[src/rtl/alu_share_arbiter_if.sv]
// Request/response bundle between NUM_REQ requesters and alu_share_arbiter.
// Requesters use the master modport, the arbiter uses the slave modport.
interface alu_share_arbiter_if #(
  parameter int DATA_WIDTH    = 32,
  parameter int OPCODE_LENGTH = 4,
  parameter int NUM_REQ       = 2
);
  logic [NUM_REQ-1:0]               req_valid;
  logic [NUM_REQ-1:0]               req_ready;
  logic [NUM_REQ*DATA_WIDTH-1:0]    req_srca;
  logic [NUM_REQ*DATA_WIDTH-1:0]    req_srcb;
  logic [NUM_REQ*OPCODE_LENGTH-1:0] req_op;
  logic [NUM_REQ-1:0]               rsp_valid;
  logic [NUM_REQ-1:0]               rsp_ready;
  logic [DATA_WIDTH-1:0]            rsp_data;

  modport master (
    output req_valid, req_srca, req_srcb, req_op, rsp_ready,
    input  req_ready, rsp_valid, rsp_data
  );

  modport slave (
    input  req_valid, req_srca, req_srcb, req_op, rsp_ready,
    output req_ready, rsp_valid, rsp_data
  );
endinterface

[src/rtl/alu_share_arbiter.sv]
// Round-robin sharing of one combinational ALU between NUM_REQ requesters,
// operands and result registered around it. Optional perf ports: ALU_SHARE_ARBITER_PERF_EN.
module alu_share_arbiter #(
  parameter int DATA_WIDTH    = 32,
  parameter int OPCODE_LENGTH = 4,
  parameter int NUM_REQ       = 2
) (
  input  logic                     clk,
  input  logic                     reset_n,
  alu_share_arbiter_if.slave       bus,
  output logic [DATA_WIDTH-1:0]    alu_srca,
  output logic [DATA_WIDTH-1:0]    alu_srcb,
  output logic [OPCODE_LENGTH-1:0] alu_operation,
  input  logic [DATA_WIDTH-1:0]    alu_result
`ifdef ALU_SHARE_ARBITER_PERF_EN
  ,
  output logic [31:0]              op_count,
  output logic                     busy
`endif
);

  localparam int IDX_W = (NUM_REQ > 1) ? $clog2(NUM_REQ) : 1;
  localparam logic [IDX_W-1:0] LAST_RST = IDX_W'(NUM_REQ - 1);

  typedef enum logic [1:0] {
    IDLE = 2'd0,
    EXEC = 2'd1,
    RESP = 2'd2
  } state_t;

  state_t                   r_state;
  logic [DATA_WIDTH-1:0]    r_srca;
  logic [DATA_WIDTH-1:0]    r_srcb;
  logic [OPCODE_LENGTH-1:0] r_op;
  logic [DATA_WIDTH-1:0]    r_result;
  logic [IDX_W-1:0]         r_owner;
  logic [IDX_W-1:0]         r_last_grant;
  logic [NUM_REQ-1:0]       r_rsp_valid;

  logic                     w_grant_valid;
  logic [IDX_W-1:0]         w_grant_idx;
  logic [NUM_REQ-1:0]       w_req_ready;
  logic [NUM_REQ-1:0]       w_owner_onehot;
  logic [DATA_WIDTH-1:0]    w_srca [NUM_REQ];
  logic [DATA_WIDTH-1:0]    w_srcb [NUM_REQ];
  logic [OPCODE_LENGTH-1:0] w_op   [NUM_REQ];

  // Unpack the flattened request buses into per-requester lanes.
  always_comb begin
    for (int i = 0; i < NUM_REQ; i++) begin
      w_srca[i] = bus.req_srca[i*DATA_WIDTH +: DATA_WIDTH];
      w_srcb[i] = bus.req_srcb[i*DATA_WIDTH +: DATA_WIDTH];
      w_op[i]   = bus.req_op[i*OPCODE_LENGTH +: OPCODE_LENGTH];
    end
  end

  // Round-robin search starting one past the last grant.
  always_comb begin
    int cand;
    w_grant_valid = 1'b0;
    w_grant_idx   = '0;
    cand          = 0;
    for (int k = 1; k <= NUM_REQ; k++) begin
      cand = (int'(r_last_grant) + k) % NUM_REQ;
      if (!w_grant_valid && bus.req_valid[IDX_W'(cand)]) begin
        w_grant_valid = 1'b1;
        w_grant_idx   = IDX_W'(cand);
      end else begin
        w_grant_valid = w_grant_valid;
      end
    end
  end

  // Grant is only offered while idle.
  always_comb begin
    w_req_ready = '0;
    if (r_state == IDLE && w_grant_valid) begin
      w_req_ready[w_grant_idx] = 1'b1;
    end else begin
      w_req_ready = '0;
    end
  end

  assign w_owner_onehot = {{(NUM_REQ-1){1'b0}}, 1'b1} << r_owner;

  // Control FSM with operand, result and response registers.
  always_ff @(posedge clk or negedge reset_n) begin
    if (!reset_n) begin
      r_state      <= IDLE;
      r_srca       <= '0;
      r_srcb       <= '0;
      r_op         <= '0;
      r_result     <= '0;
      r_owner      <= '0;
      r_last_grant <= LAST_RST;
      r_rsp_valid  <= '0;
    end else begin
      case (r_state)
        IDLE: begin
          if (w_grant_valid) begin
            r_srca       <= w_srca[w_grant_idx];
            r_srcb       <= w_srcb[w_grant_idx];
            r_op         <= w_op[w_grant_idx];
            r_owner      <= w_grant_idx;
            r_last_grant <= w_grant_idx;
            r_state      <= EXEC;
          end else begin
            r_state      <= IDLE;
          end
        end
        EXEC: begin
          r_result    <= alu_result;
          r_rsp_valid <= w_owner_onehot;
          r_state     <= RESP;
        end
        RESP: begin
          // Only the owner's rsp_ready completes the response.
          if (bus.rsp_ready[r_owner]) begin
            r_rsp_valid <= '0;
            r_state     <= IDLE;
          end else begin
            r_state     <= RESP;
          end
        end
        default: begin
          r_rsp_valid <= '0;
          r_state     <= IDLE;
        end
      endcase
    end
  end

`ifdef ALU_SHARE_ARBITER_PERF_EN
  logic [31:0] r_op_count;

  // Saturating count of completed response handshakes.
  always_ff @(posedge clk or negedge reset_n) begin
    if (!reset_n) begin
      r_op_count <= 32'd0;
    end else if (r_state == RESP && bus.rsp_ready[r_owner] && r_op_count != 32'hFFFF_FFFF) begin
      r_op_count <= r_op_count + 32'd1;
    end else begin
      r_op_count <= r_op_count;
    end
  end

  assign op_count = r_op_count;
  assign busy     = (r_state != IDLE);
`endif

  assign bus.req_ready  = w_req_ready;
  assign bus.rsp_valid  = r_rsp_valid;
  assign bus.rsp_data   = r_result;
  assign alu_srca       = r_srca;
  assign alu_srcb       = r_srcb;
  assign alu_operation  = r_op;

endmodule

[src/flat_wrapper.sv]
// flat-port wrapper written by rule: the top's interface ports become plain ports
module alu_share_arbiter_flat 
#(
  parameter int DATA_WIDTH    = 32,
  parameter int OPCODE_LENGTH = 4,
  parameter int NUM_REQ       = 2
)
  (clk, reset_n, alu_srca, alu_srcb, alu_operation, alu_result, bus_req_valid, bus_req_srca, bus_req_srcb, bus_req_op, bus_rsp_ready, bus_req_ready, bus_rsp_valid, bus_rsp_data);
  alu_share_arbiter_if #(.DATA_WIDTH(DATA_WIDTH), .OPCODE_LENGTH(OPCODE_LENGTH), .NUM_REQ(NUM_REQ)) bus_i ();
  input  logic clk;
  input  logic reset_n;
  output logic [DATA_WIDTH-1:0] alu_srca;
  output logic [DATA_WIDTH-1:0] alu_srcb;
  output logic [OPCODE_LENGTH-1:0] alu_operation;
  input  logic [DATA_WIDTH-1:0] alu_result;
  input wire logic [$bits(bus_i.req_valid)-1:0] bus_req_valid;
  input wire logic [$bits(bus_i.req_srca)-1:0] bus_req_srca;
  input wire logic [$bits(bus_i.req_srcb)-1:0] bus_req_srcb;
  input wire logic [$bits(bus_i.req_op)-1:0] bus_req_op;
  input wire logic [$bits(bus_i.rsp_ready)-1:0] bus_rsp_ready;
  output wire logic [$bits(bus_i.req_ready)-1:0] bus_req_ready;
  output wire logic [$bits(bus_i.rsp_valid)-1:0] bus_rsp_valid;
  output wire logic [$bits(bus_i.rsp_data)-1:0] bus_rsp_data;
  assign bus_i.req_valid = bus_req_valid;
  assign bus_i.req_srca = bus_req_srca;
  assign bus_i.req_srcb = bus_req_srcb;
  assign bus_i.req_op = bus_req_op;
  assign bus_i.rsp_ready = bus_rsp_ready;
  assign bus_req_ready = bus_i.req_ready;
  assign bus_rsp_valid = bus_i.rsp_valid;
  assign bus_rsp_data = bus_i.rsp_data;
  alu_share_arbiter #(.DATA_WIDTH(DATA_WIDTH), .OPCODE_LENGTH(OPCODE_LENGTH), .NUM_REQ(NUM_REQ)) u_core (.clk(clk), .reset_n(reset_n), .bus(bus_i), .alu_srca(alu_srca), .alu_srcb(alu_srcb), .alu_operation(alu_operation), .alu_result(alu_result));
endmodule
[config.mk]
export PLATFORM = sky130hd
export DESIGN_NAME = alu_share_arbiter_flat
export DESIGN_NICKNAME = d
export VERILOG_FILES = /design/src/rtl/alu_share_arbiter_if.sv /design/src/rtl/alu_share_arbiter.sv /design/src/flat_wrapper.sv
export SDC_FILE = /design/constraint.sdc
export NUM_CORES = 1
export LEC_CHECK = 0
export CORE_MARGIN = 3
export CORE_UTILIZATION = 34
export DETAILED_ROUTE_END_ITERATION = 16
export PLACE_DENSITY = 0.77
export SYNTH_ARGS = -nofsm -noshare
export SYNTH_HDL_FRONTEND = slang
export SYNTH_SLANG_ARGS = --single-unit
export TNS_END_PERCENT = 20
[constraint.sdc]
create_clock -name clk -period 1.2 [get_ports clk]
set_input_delay 0.24 -clock clk [delete_from_list [all_inputs] [get_ports clk]]
set_output_delay 0.24 -clock clk [all_outputs]
set_load 0.005 [all_outputs]
Power grid:
The bar under the picture is 20 um long. Pins as bars on the die edge. Tap cells in grey.
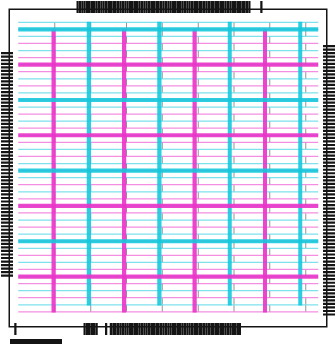
| net | colour |
|---|---|
| VSS | magenta |
| VDD | cyan |
met1 rails: 42
met5 straps: 8
signal pins: 278

Placement by cell class:
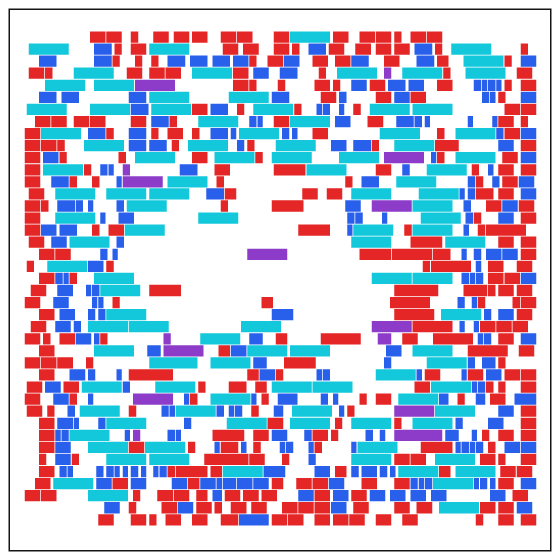
| class | colour | cells |
|---|---|---|
| clock drivers and dummy loads | purple | 15 |
| remaining logic cells | blue | 251 |
| registers | cyan | 106 |
| remaining buffers and delay cells | red | 317 |

==> summary.txt <==
The flow run is done. Net switching power landed at between 6000 and 7000 uW. Number of buffer cells added on primary ports landed at between 200 and 300. Worst-skew pair later-pin latency landed at ~0.34 ns.

Number of buffers added by the clock tree synthesis step landed at 9. The run finished, with violations left. Sequential logic power landed at approximately 6300 uW. Looking at the reg2reg group, the worst path starts from u_core.r_state[1]$_DFF_PN0_. Actual transition at the worst max-transition pin landed at between 0.2 and 0.3 ns. The die is approximately 120 um tall. Number of clock sinks landed at between 100 and 150. STA classifies the critical path startpoint as a register. Across all hold checks on the routed design, the worst slack comes to between 0.3 and 0.4 ns. Traced cell by cell, the critical path runs through nor3b_4, buf_6, nor2b_1, buf_2. In this run the remaining antenna-violating nets after routing total 0. Yosys stat chip area landed at between 4000 and 5000 um2. Per the timing report, the most critical flop-to-flop path finishes at u_core.alu_srcb[20]$_DFFE_PN0P_. The area fraction of the largest cell type after synthesis is 0.5774. Entering global routing, the biggest net connects 51 pins.

Synthesized netlist cell count landed at roughly 380. Per the CTS log, the buffer count on the longest clock path is 2. For this design the top-level I/O count stands at about 280. Area of the die landed at 14810 um2.

The final reports fail on negative setup slack. Period utilization landed at 1.322. Net switching fraction of the power landed at 0.3408. In this run the standard cell core region covers around 13000 um2. Clock network power landed at 2850 uW.

Data arrival time of the critical path landed at ~1.4 ns. Weighted congestion at the end of routability-driven global placement landed at between 0.8 and 0.9. The final timing report derives a shortest allowable period of ~1.6 ns. dfrtp_1 takes more of the synthesized area than any other cell. The tree is rooted in a clkbuf_16. The first detailed-routing pass ran for 5 iterations. For this sky-water flow run, the detailed-routed wirelength per cell is reported as around 18 um. Summing over every cut layer, the via total after detailed routing is 4128.

Depth of the worst register-to-register path landed at 7. Worst setup slack for register-to-register paths landed at -0.35 ns. The registers of the reported paths see a clock transition of roughly 0.07 ns. Setup slack after layout landed at -0.3865 ns. Horizontal die dimension landed at 121.7 um.

Post-synthesis net count landed at 558. The share of total power dissipated in the clock network is 0.158. Detailed placement reports a standard cell area of ~7600 um2. The last timing report of the flow puts the setup violation total at between 100 and 150. Total power normalized to cell area comes to approximately 2300 nW/um2. Number of max-slew violations in the final report landed at 0.

The worst setup path is captured at an output port. The first global-routing pass estimated 21.73 mm of wire. Mean instance size in the synthesized netlist landed at about 12 um2. Total of max-cap violations landed at 0.
Clock wires, drivers and flops:
The bar under the picture is 20 um long.
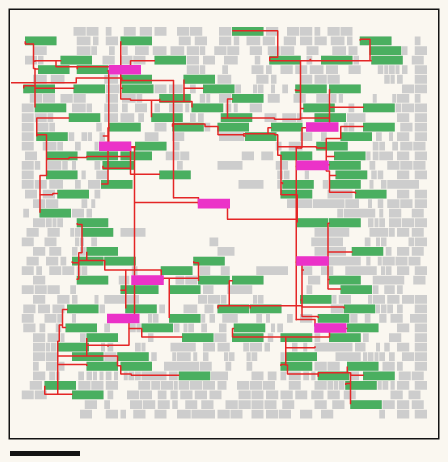
[clock wires] red | length: 1230 um
[clock-net drivers] magenta | count: 9
[flip-flops] green | count: 106
flops lie: all over the die
routed clock nets: 10

==> flip-flops by register name (all words and copies together), names as in the netlist <==
signal                cells
u_core.bus.rsp_valid      2
u_core.r_last_grant       1
u_core.alu_operation      4
u_core.alu_srca          32
u_core.r_state            2
u_core.r_owner            1
u_core.bus.rsp_data      32
u_core.alu_srcb          32
==> how the worst max path moves through the flow <==
stage          slack [ns]  depth (start not counted)                        start                              end
3_3_place_gp        -0.62                          4             bus_req_valid[0]                 bus_req_ready[0]
2_1_floorplan       -0.08                          3  u_core.r_state[0]$_DFF_PN0_                 bus_req_ready[1]
6_report            -0.39                          4  u_core.r_state[1]$_DFF_PN0_                 bus_req_ready[1]
3_5_place_dp        -0.63                          6             bus_req_valid[0]  u_core.alu_srcb[15]$_DFFE_PN0P_
4_1_cts             -0.42                          4  u_core.r_state[0]$_DFF_PN0_                 bus_req_ready[1]
5_1_grt             -0.48                          4  u_core.r_state[1]$_DFF_PN0_                 bus_req_ready[1]
==> layout by cell type (no fill, tap or decap), types with 3 or more instances in the layout <==
master	instances
mux2_2	32
buf_6	5
clkdlybuf4s15_1	11
dfrtp_1	105
clkbuf_16	18
buf_12	10
clkinv_2	4
mux2i_1	68
clkdlybuf4s50_1	171
buf_4	13
nor2_1	68
clkbuf_2	59
buf_2	33
a21oi_1	66
buf_16	3
==> synthesized netlist by cell type <==
cell type,number
dfstp_2,1
a211oi_1,1
xor2_1,1
buf_2,22
dfrtp_1,105
a21oi_1,68
nor3b_2,1
o2bb2ai_1,2
and2_1,1
nor2b_1,2
buf_4,5
inv_1,1
nand2b_1,1
mux2i_1,70
mux2_2,32
a21bo_2,1
nor2_1,70
==> layout make-up <==
class | count | area (um2)
fillers | 1062 | 4945
repair buffers | 317 | 2984
flip-flops and latches | 106 | 2658
multi-input cells | 250 | 1787
clock buffers | 9 | 225.2
well taps | 172 | 215.2
clock inverters | 6 | 58.81
inverters | 1 | 3.754
==> repair_timing <==
item	in CTS	in global routing
buffers inserted	6	1
gates cloned	2	15
endpoints found under the hold margin	14	0
endpoints found under the setup margin	208	177
hold buffers	1	0
gates resized	276	85
pin swaps	2	1
==> metrics by stage <==
stage | std cells | setup WS (ns)
global placement | 823 | -0.6184
detailed placement | 823 | -0.6331
CTS | 845 | -0.4169
finish | 861 | -0.3865
floorplan | 384 | -0.08217
global route | 861 | -0.4767
==> cell families (layout without fill, tap and decap cells) <==
kind of cell	after synthesis	in the layout	synth area share
and+or+nand+nor	75	75	0.06599
xor gates and xnor gates	1	1	0.001925
buffers and inverters	28	333	0.03327
DFF	106	106	0.5832
AOI/OAI and AO/OA	72	72	0.08249
muxes	102	102	0.2332
==> layer usage <==
metal | wire, um | up-vias | global-route usage
met5 | 0 | - | 0
met4 | 365 | 0 | 0.06232
met3 | 1267 | 29 | 0.05664
met2 | 8382 | 178 | 0.3382
met1 | 5787 | 1991 | 0.2118
li1 | - | 1930 | -
==> worst register-to-register path: cells and delay by family (launching register included) <==
family,cells,cell delay [ns]
flip-flops,1,0.42
AND-OR/OR-AND,1,0.13
AND/OR/NAND/NOR,2,0.30
buffers and inverters,4,0.62
Power figures rest on the tool's default switching activity, not on a simulated workload.
